**Sequential cells colored by netlist name**

Other cells in gray.
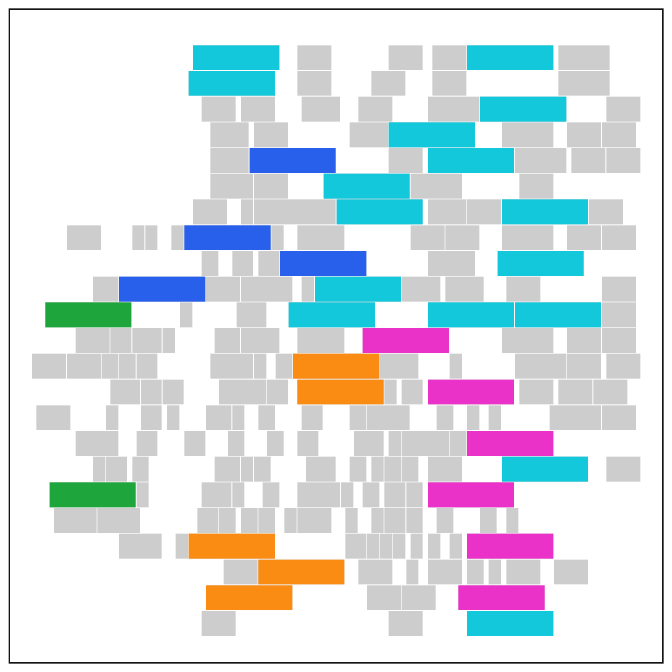
**Wiring by layer**

Scale bar: 20 um.
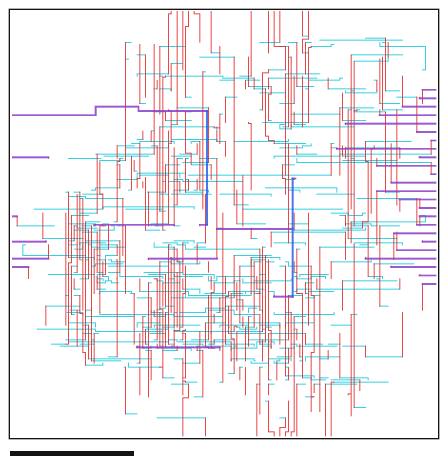
**Clock distribution**

Scale bar: 20 um.
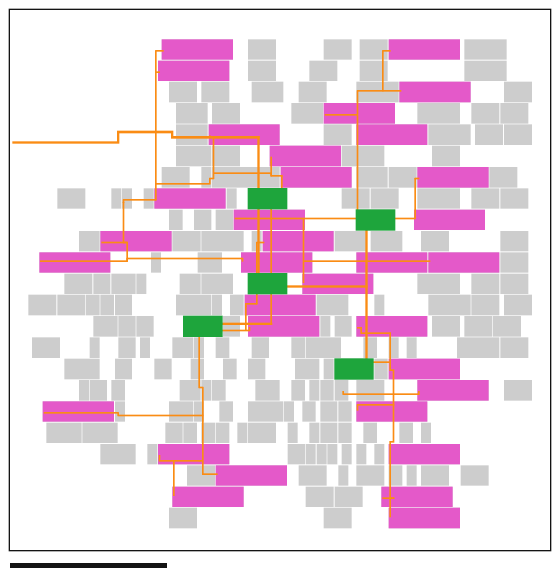
**Pin placement**

Pins as bars across the die edge, other pins in gray.
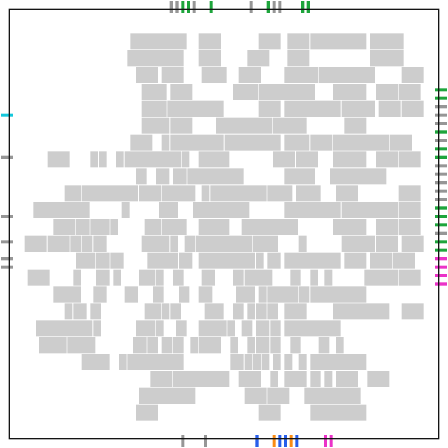
**Routing congestion**

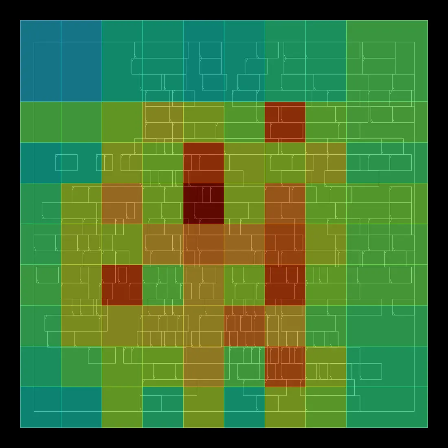
[src/rtl/debug_scan_ctrl_pkg.sv]
// Shared types and constants for the debug register scan controller.
package debug_scan_ctrl_pkg;

  typedef enum logic [1:0] {
    StIdle,
    StSettle,
    StPresent,
    StGap
  } scan_state_e;

  localparam int unsigned ScanLen = 23;

  localparam logic [1:0] GrpGpr  = 2'b00;
  localparam logic [1:0] GrpCsr  = 2'b01;
  localparam logic [1:0] GrpCore = 2'b11;

  localparam logic [3:0] RegPc = 4'b1110;
  localparam logic [3:0] RegIr = 4'b1111;

  // Scan index to {sel, reg_sel}: 16 GPRs, 5 CSRs, then pc and ir.
  function automatic logic [5:0] idx_to_tag(input logic [4:0] idx);
    logic [5:0] tag;
    if (idx < 5'd16) begin
      tag = {GrpGpr, idx[3:0]};
    end else if (idx < 5'd21) begin
      tag = {GrpCsr, idx[3:0]};
    end else if (idx == 5'd21) begin
      tag = {GrpCore, RegPc};
    end else begin
      tag = {GrpCore, RegIr};
    end
    return tag;
  endfunction

endpackage

[src/rtl/debug_scan_cnt.sv]
// Settle and gap counters for debug_scan_ctrl; the gap counter exists only
// when DEBUG_SCAN_AUTO_EN is defined.
module debug_scan_cnt (
  input  logic        clk,
  input  logic        rst,
`ifdef DEBUG_SCAN_AUTO_EN
  input  logic        gap_clr_i,
  input  logic        gap_inc_i,
  output logic [15:0] gap_cnt_o,
`endif
  input  logic        settle_clr_i,
  input  logic        settle_inc_i,
  output logic [3:0]  settle_cnt_o
);

  logic [3:0] settle_q, settle_d;

  always_comb begin
    settle_d = settle_q;
    if (settle_clr_i) begin
      settle_d = '0;
    end else if (settle_inc_i) begin
      settle_d = settle_q + 4'd1;
    end
  end

  always_ff @(posedge clk or posedge rst) begin
    if (rst) begin
      settle_q <= '0;
    end else begin
      settle_q <= settle_d;
    end
  end

  assign settle_cnt_o = settle_q;

`ifdef DEBUG_SCAN_AUTO_EN
  logic [15:0] gap_q, gap_d;

  always_comb begin
    gap_d = gap_q;
    if (gap_clr_i) begin
      gap_d = '0;
    end else if (gap_inc_i) begin
      gap_d = gap_q + 16'd1;
    end
  end

  always_ff @(posedge clk or posedge rst) begin
    if (rst) begin
      gap_q <= '0;
    end else begin
      gap_q <= gap_d;
    end
  end

  assign gap_cnt_o = gap_q;
`endif

endmodule

[src/rtl/debug_scan_ctrl.sv]
// Walks the debug register readout mux through a fixed 23-entry scan list and
// streams each value out over a valid/ready handshake. Define DEBUG_SCAN_AUTO_EN
// to rescan automatically AUTO_GAP cycles after each completed scan.
module debug_scan_ctrl
  import debug_scan_ctrl_pkg::*;
#(
  parameter int unsigned SETTLE_CYC = 2,
  parameter int unsigned AUTO_GAP   = 1024
) (
  input  logic        clk,
  input  logic        rst,
  input  logic        start_i,
  input  logic        abort_i,
  output logic [1:0]  sel_o,
  output logic [3:0]  reg_sel_o,
  input  logic [15:0] reg_data_i,
  output logic [15:0] out_data_o,
  output logic [5:0]  out_tag_o,
  output logic        out_valid_o,
  input  logic        out_ready_i,
  output logic        out_last_o,
  output logic        busy_o
);

  if (SETTLE_CYC < 1 || SETTLE_CYC > 15 || AUTO_GAP < 1 || AUTO_GAP > 65535) begin : g_param_check
    $error("debug_scan_ctrl: SETTLE_CYC or AUTO_GAP out of range");
  end

  localparam logic [3:0] SettleLast = 4'(SETTLE_CYC - 1);
  localparam logic [4:0] IdxLast    = 5'(ScanLen - 1);

  scan_state_e state_q, state_d;
  logic [4:0]  idx_q, idx_d;
  logic [15:0] out_data_q;
  logic [5:0]  out_tag_q;
  logic [5:0]  cur_tag;
  logic        capture;
  logic        settle_clr, settle_inc;
  logic [3:0]  settle_cnt;

`ifdef DEBUG_SCAN_AUTO_EN
  localparam logic [15:0] GapLast = 16'(AUTO_GAP - 1);
  logic        gap_clr, gap_inc;
  logic [15:0] gap_cnt;
`endif

  debug_scan_cnt u_cnt (
    .clk          (clk),
    .rst          (rst),
`ifdef DEBUG_SCAN_AUTO_EN
    .gap_clr_i    (gap_clr),
    .gap_inc_i    (gap_inc),
    .gap_cnt_o    (gap_cnt),
`endif
    .settle_clr_i (settle_clr),
    .settle_inc_i (settle_inc),
    .settle_cnt_o (settle_cnt)
  );

  assign cur_tag = idx_to_tag(idx_q);

  always_comb begin
    state_d    = state_q;
    idx_d      = idx_q;
    capture    = 1'b0;
    settle_clr = 1'b0;
    settle_inc = 1'b0;
`ifdef DEBUG_SCAN_AUTO_EN
    gap_clr    = 1'b0;
    gap_inc    = 1'b0;
`endif
    if (abort_i) begin
      state_d = StIdle;
      idx_d   = '0;
    end else begin
      case (state_q)
        StIdle: begin
          if (start_i) begin
            state_d    = StSettle;
            idx_d      = '0;
            settle_clr = 1'b1;
          end
        end
        StSettle: begin
          settle_inc = 1'b1;
          if (settle_cnt == SettleLast) begin
            capture = 1'b1;
            state_d = StPresent;
          end
        end
        StPresent: begin
          if (out_ready_i) begin
            if (idx_q == IdxLast) begin
`ifdef DEBUG_SCAN_AUTO_EN
              state_d = StGap;
              gap_clr = 1'b1;
`else
              state_d = StIdle;
`endif
              idx_d   = '0;
            end else begin
              state_d    = StSettle;
              idx_d      = idx_q + 5'd1;
              settle_clr = 1'b1;
            end
          end
        end
`ifdef DEBUG_SCAN_AUTO_EN
        StGap: begin
          gap_inc = 1'b1;
          if (gap_cnt == GapLast) begin
            state_d    = StSettle;
            idx_d      = '0;
            settle_clr = 1'b1;
          end
        end
`endif
        default: begin
          state_d = StIdle;
          idx_d   = '0;
        end
      endcase
    end
  end

  always_ff @(posedge clk or posedge rst) begin
    if (rst) begin
      state_q    <= StIdle;
      idx_q      <= '0;
      out_data_q <= '0;
      out_tag_q  <= '0;
    end else begin
      state_q <= state_d;
      idx_q   <= idx_d;
      if (capture) begin
        out_data_q <= reg_data_i;
        out_tag_q  <= cur_tag;
      end
    end
  end

  // The mux select is only driven while an entry is being read or presented.
  always_comb begin
    sel_o     = 2'b00;
    reg_sel_o = 4'b0000;
    if (state_q == StSettle || state_q == StPresent) begin
      {sel_o, reg_sel_o} = cur_tag;
    end
  end

  assign out_data_o  = out_data_q;
  assign out_tag_o   = out_tag_q;
  assign out_valid_o = (state_q == StPresent);
  assign out_last_o  = (state_q == StPresent) && (idx_q == IdxLast);
  assign busy_o      = (state_q != StIdle);

endmodule

[config.mk]
export PLATFORM = sky130hd
export DESIGN_NAME = debug_scan_ctrl
export DESIGN_NICKNAME = d
export VERILOG_FILES = /design/src/rtl/debug_scan_ctrl_pkg.sv /design/src/rtl/debug_scan_cnt.sv /design/src/rtl/debug_scan_ctrl.sv
export SDC_FILE = /design/constraint.sdc
export NUM_CORES = 1
export LEC_CHECK = 0
export ABC_CLOCK_PERIOD_IN_PS = 3950
export CORE_MARGIN = 2
export CORE_UTILIZATION = 40
export CTS_CLUSTER_DIAMETER = 40
export CTS_CLUSTER_SIZE = 16
export DETAILED_ROUTE_END_ITERATION = 8
export GPL_TIMING_DRIVEN = 0
export PLACE_DENSITY = 0.7
export SYNTH_ARGS = -nofsm -noshare
export SYNTH_HDL_FRONTEND = slang
export SYNTH_HIERARCHICAL = 1
export SYNTH_SLANG_ARGS = --single-unit
[constraint.sdc]
create_clock -name clk -period 3.95 [get_ports clk]
set_input_delay 0.9875 -clock clk [delete_from_list [all_inputs] [get_ports clk]]
set_output_delay 0.9875 -clock clk [all_outputs]
set_load 0.01 [all_outputs]
==> ci_impl_report.md <==
## Synthesis and layout report

| Metric | Value |
|---|---|
| Initial DRC count | 90 |
| EDFF count, synth | 0 |
| Slew Limit Headroom | 25.3% |
| Startpoint type of the worst setup path | flop |
| Post-route setup slack | 925 ps |
| Layout area overhead | 38.8% |
| Yosys chip area | 0.00169 mm2 |
| CTS Buffer Depth | 2 |
| Detailed Routing Iterations Pass 1 | 4 |
| Power, Total | 0.00127 W |
| Final Setup Violations | 0 |
| Layout Cells excl Fill | 260 |
| Post-Place Cell Area | 0.00226 mm2 |
| Die area | 0.00476 mm2 |
| Status | finished clean |
| Post_cts resized | 0 |
| Fin Hold WS | 481 ps |
| Finished Cell Area | 0.00234 mm2 |
| Cells after Synth | 151 |
| Pre-CTS setup slack | 1260 ps |
| CTS root buf | clkbuf_8 |
| CTS buffer count | 5 |
| Max-slew violation count | 0 |
| Critical Path RT | 2960 ps |
| TritonCTS clock tree | done |
| DRT antenna net count | 0 |
| Hold-fix buffers, CTS | 0 |
| Achievable Freq | 331 MHz |
| Post-DP HPWL | 2.83 mm |
| Hold Vio Cnt, Final | 0 |
| Async S/R FF share, synth | 100% |
| Pleak | 1.06 nW |
| Final #Nets | 238 |
| Hold crit path type | flop to flop |
Back to the opening pictures, 'sequential cells colored by netlist name':
Key: state_q = green [sequential cells 2]; out_data_o = cyan [sequential cells 16]; idx_q = orange [sequential cells 5, where south]; u_cnt/settle_cnt_o = blue [sequential cells 4]; out_tag_o = magenta [sequential cells 6]
Reg area: 826 um2
Seq area share: 35.2%
fin util: 58.2%

Back to the opening pictures, 'wiring by layer':
Key: M2 = red [wire length 1,950 um]; M3 = purple [wire length 241 um]; M1 = cyan [wire length 1,550 um]; M4 = blue [wire length 37.4 um]
final wirelength: 3.77 mm
via count: 1,307
routed len/inst: 14.5 um

Back to the opening pictures, 'clock distribution':
Key: clock-net drivers = green [count 5]; clock wires = orange [length 420 um]; flip-flops = magenta [count 33]
There are 6 routed clock nets.
Final Skew: 7.57 ps
clock share of power: 18.8%
Skew-Pair Late Insertion Delay: 280 ps
Clock group: 0.000239 W

Back to the opening pictures, 'pin placement':
Key: sel_o = orange [pins 2, direction output, edge south]; out_data_o = green [pins 16, direction output, edge 10 east, 6 north]; clk = cyan [pins 1, direction input, edge west]; out_tag_o = magenta [pins 6, direction output, edge 4 east, 2 south]; reg_sel_o = blue [pins 4, direction output, edge south]
All pins by edge: 24 east, 12 north, 10 south, 6 west.
die height: 69.0 um
Chip Width: 69.0 um

Back to the opening pictures, 'routing congestion':
Most Crowded Layer GR: met2
total track usage: 16.9%

## cells by family (layout without fill, tap and decap cells)
family,after synthesis,in the layout,synth area share [%]
AND/OR/NAND/NOR,46,46,15.4
AND-OR/OR-AND,29,29,10.4
adder cells (fa/ha/maj),8,8,5.93
flip-flops,33,33,48.9
buffers and inverters,15,74,3.78
XOR/XNOR,1,1,0.519
multiplexers,19,19,15.0
## final timing paths
| path | start | end | slack (ps) | cells after the start |
|---|---|---|---|---|
| setup / recovery | idx_q[3] | reg_sel_o[0] | 930 | 6 |
| hold / removal | out_tag_o[3] | out_tag_o[3] | 480 | 2 |
| setup reg to reg | idx_q[0] | u_cnt/settle_cnt_o[3] | 2130 | 7 |
| hold reg to reg | out_tag_o[3] | out_tag_o[3] | 480 | 2 |
| max in group asynchronous | rst | out_data_o[12] | 1950 | 2 |
| min in group asynchronous | rst | u_cnt/settle_cnt_o[1] | 920 | 2 |
## report_power, final
part,total [W],internal (W),switching (W)
clock,0.000239,0.000122,0.000117
sequential,0.000500,0.000435,0.0000657
combinational,0.000529,0.000317,0.000211
total,0.00127,0.000874,0.000394
## cells in the mapped netlist, types with 2 or more instances
cell type	n	area (um2)
dfrtp_1	33	826
nor2_1	13	48.8
mux2_4	11	165
o21ai_0	11	55.1
inv_1	10	37.5
ha_1	8	100
nand2_1	8	30.0
a21oi_1	7	35.0
mux2_2	7	78.8
nand2b_1	6	37.5
and2_1	4	25.0
clkbuf_1	3	11.3
nand3_1	3	15.0
a31oi_1	2	12.5
nor3_1	2	10.0
o22ai_1	2	12.5
## worst max-delay path: stages (launching register included)
cell and delay (ps):
dfrtp_1 340, clkbuf_1 330, a211o_1 150, o21ai_0 70
a21oi_1 200, and2_1 150, clkdlybuf4s50_1 530
## state kept, by name, summed over array words and instances (netlist names)
| name | count |
|---|---|
| idx_q | 5 |
| out_data_o | 16 |
| out_tag_o | 6 |
| state_q | 2 |
| u_cnt/settle_cnt_o | 4 |
## cell type report
type                    instances  area (um2)
flip-flops and latches         33         826
plain buffers                   4        22.5
clock buffers                   6        72.6
multi-input cells             103         798
repair buffers                 51         510
inverters                      11        41.3
fillers                       348        1690
clock inverters                 2        10.0
well taps                      50        62.6
## cells in the final DEF (no fill, tap or decap), types with 6 or more instances in the layout
| cell | Yosys | routed |
|---|---|---|
| o21ai_0 | 11 | 11 |
| inv_1 | 10 | 10 |
| ha_1 | 8 | 8 |
| dfrtp_1 | 33 | 33 |
| nand2b_1 | 6 | 6 |
| mux2_4 | 11 | 11 |
| mux2_2 | 7 | 7 |
| a21oi_1 | 7 | 7 |
| nor2_1 | 13 | 13 |
| nand2_1 | 8 | 8 |
| clkdlybuf4s50_1 | 0 | 51 |
## layer usage
metal / vias to the layer above / global-route usage (%) / share of wire, % / wire length (um)
li1: 635 / - / - / -
met2: 40 / 30.0 / 52 / 1950
met3: 5 / 4.71 / 6.4 / 241
met1: 627 / 20.1 / 41 / 1550
met5: - / 0 / 0 / 0
met4: 0 / 4.41 / 0.98 / 37
Power figures rest on the tool's default switching activity, not on a simulated workload.
